==> run_1/logic_types.png <==
(1.5 px per um)
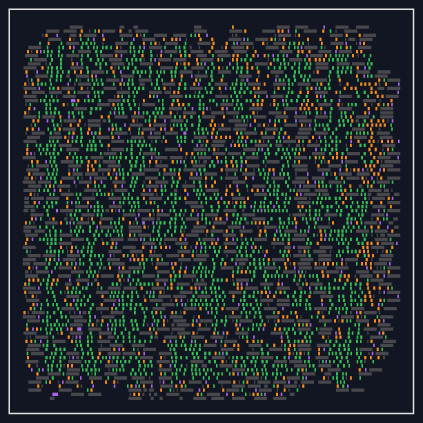
==> run_1/io_fan.png <==
(2 px per um)
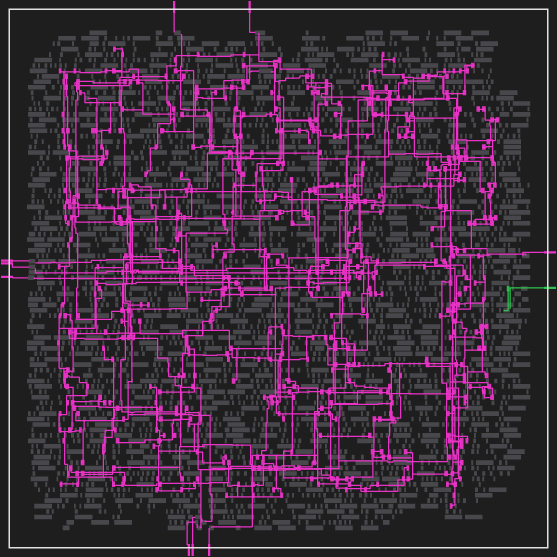
==> run_1/sizes.png <==
(1.5 px per um)
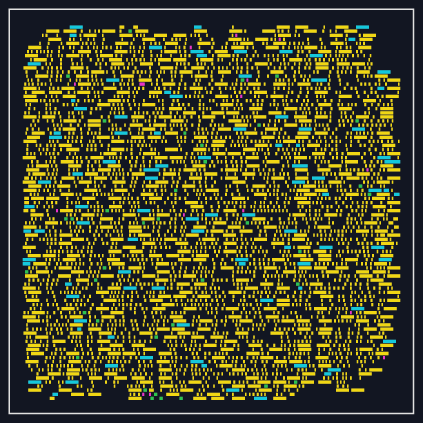
--- src/rtl/ber_delay_line.sv ---
// Enable-gated shift register of the reference bit with two variable taps.
// tap 0 is the current (undelayed) reference, tap d is the reference from
// d strobes earlier.
// Ports:
//   clock, reset   : clock, asynchronous active-high reset (clears history)
//   shift_en       : advance the history by one strobe
//   ref_bit        : current reference bit
//   sel_a, sel_b   : tap selects (search candidate, locked delay)
//   tap_a_c/tap_b_c: combinational tap outputs
module ber_delay_line #(
  parameter int unsigned MAX_DELAY = 511
) (
  input  logic                             clock,
  input  logic                             reset,
  input  logic                             shift_en,
  input  logic                             ref_bit,
  input  logic [$clog2(MAX_DELAY+1)-1:0]   sel_a,
  input  logic [$clog2(MAX_DELAY+1)-1:0]   sel_b,
  output logic                             tap_a_c,
  output logic                             tap_b_c
);

  localparam int unsigned DW = $clog2(MAX_DELAY + 1);
  localparam int unsigned NT = 1 << DW;

  logic [MAX_DELAY-1:0] sr_q;
  logic [NT-1:0]        taps_c;

  // History register: sr_q[0] is the reference from one strobe ago.
  always_ff @(posedge clock or posedge reset) begin
    if (reset) begin
      sr_q <= '0;
    end else if (shift_en) begin
      sr_q <= {sr_q[MAX_DELAY-2:0], ref_bit};
    end
  end

  // Pad to a power of two so every select value indexes a defined bit.
  assign taps_c  = NT'({sr_q, ref_bit});
  assign tap_a_c = taps_c[sel_a];
  assign tap_b_c = taps_c[sel_b];

endmodule

--- config.mk ---
export PLATFORM = sky130hd
export DESIGN_NAME = ber_delay_line
export DESIGN_NICKNAME = d
export VERILOG_FILES = /design/src/rtl/ber_delay_line.sv
export SDC_FILE = /design/constraint.sdc
export NUM_CORES = 1
export LEC_CHECK = 0
export ABC_AREA = 1
export CELL_PAD_IN_SITES_DETAIL_PLACEMENT = 1
export CELL_PAD_IN_SITES_GLOBAL_PLACEMENT = 1
export CORE_MARGIN = 8
export CORE_UTILIZATION = 45
export DETAILED_ROUTE_END_ITERATION = 12
export PLACE_DENSITY_LB_ADDON = 0.1
export SLEW_MARGIN = 20
export SYNTH_ARGS = -nofsm -noshare
export SYNTH_HDL_FRONTEND = slang
export SYNTH_SLANG_ARGS = --single-unit
export TNS_END_PERCENT = 1
--- constraint.sdc ---
create_clock -name clock -period 28 [get_ports clock]
set_input_delay 5.6 -clock clock [delete_from_list [all_inputs] [get_ports clock]]
set_output_delay 5.6 -clock clock [all_outputs]
set_load 0.02 [all_outputs]
==> job_summary.md, run 1 <==
## PnR job results

| Metric | Value |
|---|---|
| NetSw | 0.694 mW |
| Flop count | 511 |
| Pwr/cell area | 69.8 mW/mm2 |
| Register-to-Register Path Depth | 2 |
| Drt first pass iters | 5 |
| Endpoints failing hold | 0 |
| Design Power | 2.14 mW |
| Critical Path RT | 22,400 ps |
| Crit-path max FO | 96 |
| Run status | finished, final reports clean |
| Post-route ant nets | 0 |
| Die Area | 0.0721 mm2 |
| Initial antenna violation count | 0 |
| Slowest-stage cell, CP | buf_4 |
| Worst setup path class | input pin to primary output |
| Tool Warnings | 46 |
| Gr usage total | 27.3% |
| Sw Ratio | 32.5% |
| WL final | 98,000 um |
| Hold_sp | sr_q[426] |
| Synth Seq Share | 44.6% |
| Final Critical Period | 15,770 ps |
| Clk buf depth | 3 |
| Worst R2R End | sr_q[383] |
| RSZ-0062 raised after global routing | no |
| First-pass GRT wire length | 158,000 um |
## Picture notes: logic_types.png
| color | family | cells | most used | where |
|---|---|---|---|---|
| green | NAND gates | 2,015 | nand2_1 | spread over the die |
| orange | inverting AOI/OAI gates | 714 | a21oi_1 | spread over the die |
| purple | inverters | 274 | inv_1 | spread over the die |
Post-Layout Cell Count: 4,783
Top cell excl fill/tap: nand2_1
Comb area share: 43.1%

## Picture notes: io_fan.png
| color | port | bits | direction | edge | end cells | wire |
|---|---|---|---|---|---|---|
| magenta | sel_a | 9 | input | 3 bottom, 3 left, 2 top, 1 right | 560 | 11,500 um |
| green | tap_b_c | 1 | output | right | 1 | 41.0 um |
port buffer count: 23
# IOs: 24

## Picture notes: sizes.png
| color | size | cells |
|---|---|---|
| green | _3 and _4 cells | 37 |
| yellow | _0 and _1 cells | 3,791 |
| cyan | _6 and larger | 94 |
| magenta | _2 cells | 15 |
nonclk buf count: 61
final instance area: 0.0307 mm2
area growth from synthesis to layout: 6.95%
slack of the critical path: 12,230 ps

-- run 1: stage by stage --
| stage | cells | hold slack, ps | setup slack (ps) | utilization (%) |
|---|---|---|---|---|
| 2_1_floorplan | 4099 | 492 | 8130 | - |
| 3_3_place_gp | 4677 | 516 | 12430 | 45.5 |
| 3_5_place_dp | 4677 | 523 | 12370 | 45.5 |
| 4_1_cts | 4783 | 537 | 12360 | 48.6 |
| 5_1_grt | 4783 | 557 | 12020 | 48.6 |
| 6_report | 4783 | 531 | 12230 | 48.6 |
-- run 1: worst max-delay path: cells and delay by family --
family        cells  cell delay [ps]
buf+inv           5             3050
simple gates     12             1360
-- run 1: cell usage after synthesis, drive strengths merged --
cell type / n
a21oi: 357
buf: 196
clkbuf: 133
dfrtp: 511
inv: 274
mux2: 1
nand2: 1117
nand3: 898
nor2: 255
o21ai: 357
==> inputs of run 2 (changes only) <==
Settings changed: CORE_UTILIZATION 45 to 42.
Clock period 28 ns to 14.3 ns, I/O delays scaled along.
==> run_2/io_fan.png <==
(1.5 px per um)
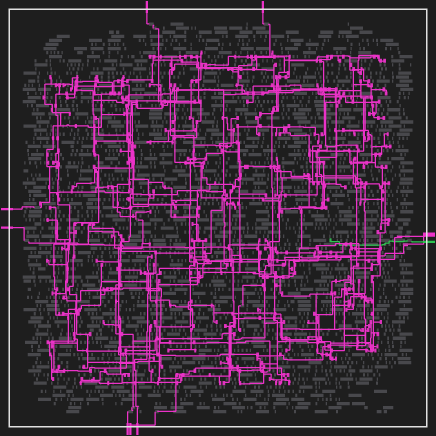
| color | port | bits | direction | edge | end cells | wire |
|---|---|---|---|---|---|---|
| magenta | sel_a | 9 | input | 3 bottom, 2 left, 2 top, 2 right | 560 | 11,300 um |
| green | tap_b_c | 1 | output | right | 1 | 65.8 um |

==> run 2 against run 1 <==
Wire length is 1.1% higher; synthesized cell count stayed put; non-clock buffer count is 7 higher; setup slack worse by 7800 ps; combinational power is 95% higher; clock skew is 10 ps lower; register-to-register slack worse by 14000 ps; cell count is 1.1% higher; sequential cell count stayed put; critical endpoint unchanged.
==> job_summary.md, run 2 <==
## PnR job results

| Metric | Value |
|---|---|
| Synth Seq Share | 44.6% (unchanged) |
| DP Area | 0.0288 mm2 (was 0.0287 mm2) |
| Crit-path leading delay family | buffers and inverters (unchanged) |
| First-pass GRT wire length | 159,000 um (was 158,000 um) |
| Final Hold Slack | 535 ps (was 531 ps) |
| Stages on the worst setup path | 16 (was 17) |
| Worst R2R End | sr_q[383] (unchanged) |
| Worst setup path class | input pin to primary output (unchanged) |
| Port buffer count | 23 (unchanged) |
| Top cell excl fill/tap | nand2_1 (unchanged) |
| # IOs | 24 (unchanged) |
| Cell with the most instances after synthesis | nand2_1 (unchanged) |
| Slowest-stage cell, CP | buf_4 (unchanged) |
| Post-synth EDFFs | 0 (unchanged) |
| Critical Path RT | 11,440 ps (was 22,400 ps) |
| Final instance area | 0.0310 mm2 (was 0.0307 mm2) |
| Pwr/cell area | 140 mW/mm2 (was 69.8 mW/mm2) |
| Post-Layout Cell Count | 4,836 (was 4,783) |
| Initial antenna violation count | 3 (was 0) |
| Final Critical Period | 9890 ps |
| Hold_sp | sr_q[256] (was sr_q[426]) |
| Tool Warnings | 35 (was 46) |
| Slack of the critical path | 4410 ps (was 12,230 ps) |
| Util after Layout | 45.5% (was 48.6%) |
| Sw Ratio | 31.9% (was 32.5%) |
| Top_reg_cell synth | dfrtp_1 (unchanged) |
| Synth async-reset ratio | 100% (unchanged) |
| Post-Place Cells | 4,719 (was 4,677) |
| Design Power | 4.34 mW (was 2.14 mW) |
| Clk buf depth | 3 (unchanged) |
| Post-route ant nets | 0 (unchanged) |
| Post-place setup slack | 4490 ps (was 12,370 ps) |
| Endpoints failing hold | 0 (unchanged) |
| Drt first pass iters | 5 (unchanged) |
| Run status | finished, final reports clean (unchanged) |
[run 2: cell counts after synthesis]
Identical to the previous run, type by type.
[run 2: cell type report]
type,count,area (um2),share of cell area (%)
clock inverters,16,194,0.626
inverters,274,1050,3.39
clock buffers,100,2000,6.47
flip-flops and latches,511,12800,41.3
repair buffers,68,616,1.99
well taps,882,1100,3.56
multi-input cells,2985,13200,42.7
[run 2: worst register-to-register path, cell delays in order (launching register included)]
cell and delay [ps]:
dfrtp_1 420, nand2_1 200, o21ai_0 150
[run 2: per-layer routing]
layer  GRT usage (%)  vias up
met5               0        -
met4            7.69        4
met3            4.42      182
met2            41.2      535
met1            34.8    13700
li1                -    13100
==> inputs of run 3 (changes only) <==
Settings changed: CORE_UTILIZATION 42 to 45.
Clock period 14.3 ns to 9.2 ns, I/O delays scaled along.
==> run_3/clocks.png <==
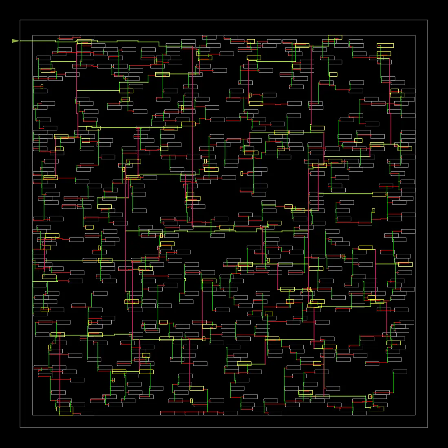
flop count: 511
Insertion Delay late pin: 630 ps
sink count of the clock tree: 511

==> run 3 against run 2 <==
Wire length decreased by 0.67%; cell count decreased by 1.0%; count of clock-buffer cells in the layout decreased by 3; area after synthesis unchanged; first-iteration DRC count decreased by 6.3%; critical endpoint is now tap_b_c.
==> job_summary.md, run 3 <==
## PnR job results

| Metric | Value |
|---|---|
| Post-place setup slack | 1930 ps (was 4490 ps) |
| Tool Warnings | 46 (was 35) |
| Slowest-stage cell, CP | clkinv_2 (was buf_4) |
| Grt met3 use | 4.27% (was 4.42%) |
| Final Critical Period | 7350 ps |
| Util after Layout | 48.8% (was 45.5%) |
| Die Area | 0.0721 mm2 (was 0.0769 mm2) |
| Hold_sp | sr_q[82] (was sr_q[256]) |
| Drt first pass iters | 5 (unchanged) |
| Final instance area | 0.0308 mm2 (was 0.0310 mm2) |
| Endpoints failing hold | 0 (unchanged) |
| Clk buf depth | 3 (unchanged) |
| Post-route ant nets | 0 (unchanged) |
| Initial antenna violation count | 1 (was 3) |
| Top cell excl fill/tap | nand2_1 (unchanged) |
| First-pass GRT wire length | 159,000 um (about the same) |
| Post-synth EDFFs | 0 (unchanged) |
| Slack of the critical path | 1850 ps (was 4410 ps) |
| Worst R2R End | sr_q[191] (was sr_q[383]) |
| Gr usage total | 27.4% (was 25.5%) |
| DP Area | 0.0288 mm2 (about the same) |
| Met2 usage | 44.8% (was 41.2%) |
| Run status | finished, final reports clean (unchanged) |
| Register-to-Register Path Depth | 2 (unchanged) |
| Crit-path max FO | 40 (was 99) |
| RSZ-0062 raised after global routing | no (unchanged) |
| Port buffer count | 23 (unchanged) |
| Top_reg_cell synth | dfrtp_1 (unchanged) |
| Top post-synthesis cells by count | nand2_1 (1,117), nand3_1 (898), dfrtp_1 (511) (unchanged) |
| # IOs | 24 (unchanged) |
| Synth async-reset ratio | 100% (unchanged) |
| Stages on the worst setup path | 14 (was 16) |
==> run 3: logic make-up after synthesis <==
family                 share of synthesized area (%)
flip-flops                                      44.6
multiplexers                                  0.0393
AND-OR/OR-AND                                   12.5
buffers and inverters                           9.28
AND/OR/NAND/NOR                                 33.6
==> run 3: area by class of cell <==
type	instances	area, um2	share of cell area [%]
repair buffers	66	681	2.21
flip-flops and latches	511	12800	41.6
well taps	846	1060	3.44
clock inverters	8	90.1	0.293
inverters	274	1050	3.41
clock buffers	97	1870	6.08
multi-input cells	2985	13200	43.0
==> run 3: report_power, final <==
group | switching [mW] | internal, mW
Combinational | 0.814 | 0.396
Clock | 0.966 | 1.43
Sequential | 0.315 | 2.58
Total | 2.09 | 4.41
Power figures rest on the tool's default switching activity, not on a simulated workload.
